==> config.mk <==
export PLATFORM = sky130hd
export DESIGN_NAME = dmem_arbiter
export DESIGN_NICKNAME = d
export VERILOG_FILES = /design/src/rtl/dmem_arbiter.sv
export SDC_FILE = /design/constraint.sdc
export NUM_CORES = 1
export LEC_CHECK = 0
export ABC_AREA = 1
export CORE_MARGIN = 2
export CORE_UTILIZATION = 38
export DETAILED_ROUTE_END_ITERATION = 7
export HOLD_SLACK_MARGIN = 0.12
export MAX_ROUTING_LAYER = met4
export PLACE_DENSITY = 0.69
export SETUP_SLACK_MARGIN = 0.2
export SLEW_MARGIN = 15
export SYNTH_ARGS = -nofsm -noshare
export SYNTH_HDL_FRONTEND = slang
export SYNTH_SLANG_ARGS = --single-unit
==> constraint.sdc <==
create_clock -name clk -period 1.6 [get_ports clk]
set_input_delay 0.24 -clock clk [delete_from_list [all_inputs] [get_ports clk]]
set_output_delay 0.24 -clock clk [all_outputs]
set_load 0.1 [all_outputs]
Fig. 1: clock nets
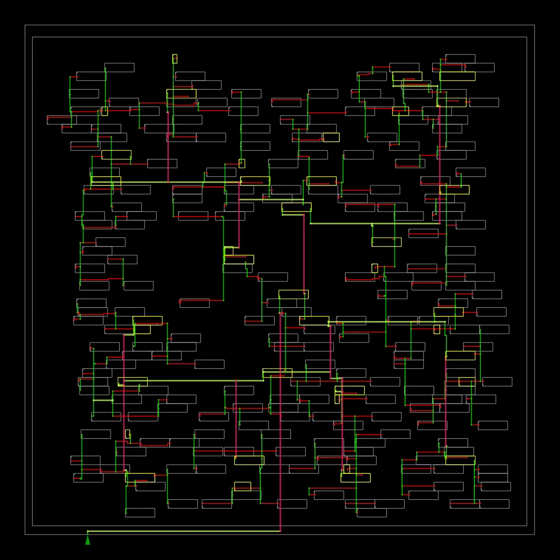
clk ins delay skew pair: 0.49 ns
CTS sink cnt: 213
Worst Skew: 0.00655 ns

Fig. 2: signal wires by layer
Scale: 4 px per um. Two of the layers only.
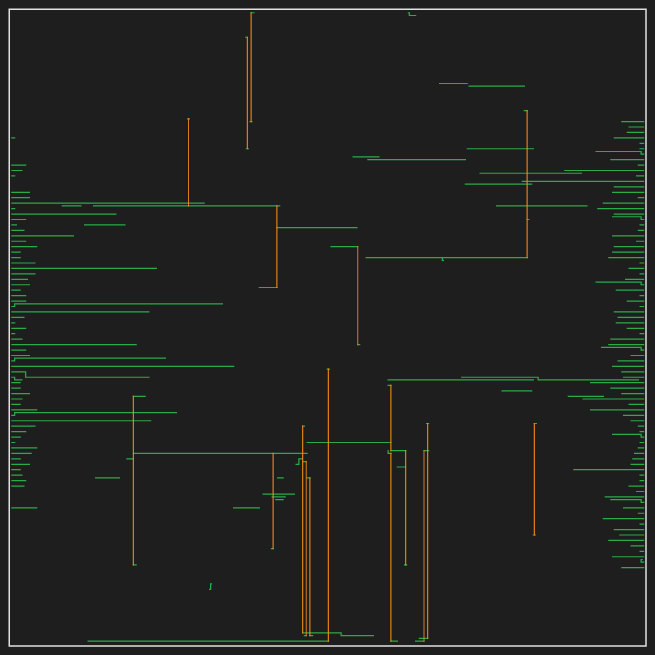
Key: met4 = orange [wire length 648 um]; met3 = green [wire length 1660 um]
via count: 7647
Routed Wire Length: 26700 um
gr usage total: 21.7%
wire length per cell: 16.5 um

==> run_results.csv <==
group,metric,value,unit
placed_design,place.gp.congestion,0.798,
logic_synthesis,avgSynthCellArea,9.34,um^2
setup_path,cp.required,1.36,ns
flow_run,max_cap_violations,0,
placed_design,dpl.hpwl,18700,um
logic_synthesis,top_area_share,58.5,%
floorplan,io_pins,311,
clock_tree,root_buffer,"clkbuf_16",
final_timing,worstMarginPinSlew,0.403,ns
floorplan,rows,56,
logic_synthesis,ys_chip_area,0.00910,mm^2
final_timing,relSlewSlack,73.1,%
flow_run,warnings,29,
logic_synthesis,ys_top_cells_by_area,"dfrtp_1 59%, nand2_1 16%, mux2_2 7.4%",
setup_path,r2r_cells,6,
final_timing,fin_ws,-0.343,ns
drt,drtIter0Drc,485,
final_timing,fmax,0.515,GHz
logic_synthesis,top_cells_by_count,"399 x nand2_1, 213 x dfrtp_1, 81 x nand3_1, 75 x inv_1, 63 x nand3b_1",
final_timing,setup_viol,64,
logic_synthesis,synth_nets,1147,
setup_path,r2r_slack,0.30,ns
setup_path,start_kind,"register",
drt,drc,0,
setup_path,setup.worst_path.end_class,"output port",
outcome,status,"complete, but fails checks",
final_timing,rsz0062_at_grt,"true",
finish,final_nets,1458,
finish,area_growth,65.0,%
setup_path,crit_chain,"buf_12, mux2_2, buf_12",
setup_path,critical_path_class,"register to output port",
finish,fillers,1865,
outcome,failed_checks,"negative setup slack",
==> critical path: cells and delay by family (launching register included) <==
| kind | cells | cell delay [ns] |
|---|---|---|
| buffers and inverters | 2 | 0.41 |
| muxes | 1 | 0.41 |
| DFF | 1 | 0.37 |
==> cells in the final DEF, fill, tap and decap left out, drive strengths merged <==
cell / n
nand2: 399
dfrtp: 213
buf: 173
clkdlybuf4s50: 169
nand3: 81
inv: 75
mux2: 64
nand3b: 63
clkbuf: 32
nor2: 14
clkinv: 5
nor3: 3
diode: 2
o21ai: 2
nand4: 1
a21oi: 1
xor2: 1
bufinv: 1
clkinvlp: 1
dlygate4sd3: 1
==> timing repair <==
item	CTS	global route
hold buffers	1	0
buffers inserted	3	1
setup endpoints to repair	65	104
hold endpoints to repair	213	0
gates resized	9	21
gates cloned	0	1
==> metrics by stage <==
stage | cell area (um^2) | instances | utilization (%)
after floorplan | 9110 | 975 | -
final | 15000 | 1620 | 64.0
after CTS | 14900 | 1616 | 63.5
after detailed placement | 14100 | 1574 | 60.2
after global routing | 15000 | 1620 | 64.0
after global placement | 14100 | 1574 | 60.2
==> per-layer routing <==
metal | GRT usage [%] | part of all wire (%) | up-vias
li1 | - | - | 3667
met1 | 27.3 | 41 | 3702
met2 | 36.2 | 50 | 236
met3 | 4.26 | 6.2 | 42
met4 | 5.71 | 2.4 | 0
met5 | - | 0 | -
==> cell type report <==
type	count	area share (%)
Timing Repair Buffer	344	33.0
Inverter	75	1.87
Clock inverter	7	0.416
Tap cell	319	2.66
Sequential cell	213	35.5
Clock buffer	31	4.36
Antenna cell	2	0.0333
Multi-Input combinational cell	629	22.1
==> logic make-up after synthesis <==
logic type / Yosys count / synth area share (%)
buf+inv: 133 / 6.33
simple gates: 561 / 26.9
mux: 64 / 7.92
flops: 213 / 58.5
compound gates: 3 / 0.206
xor+xnor: 1 / 0.0962
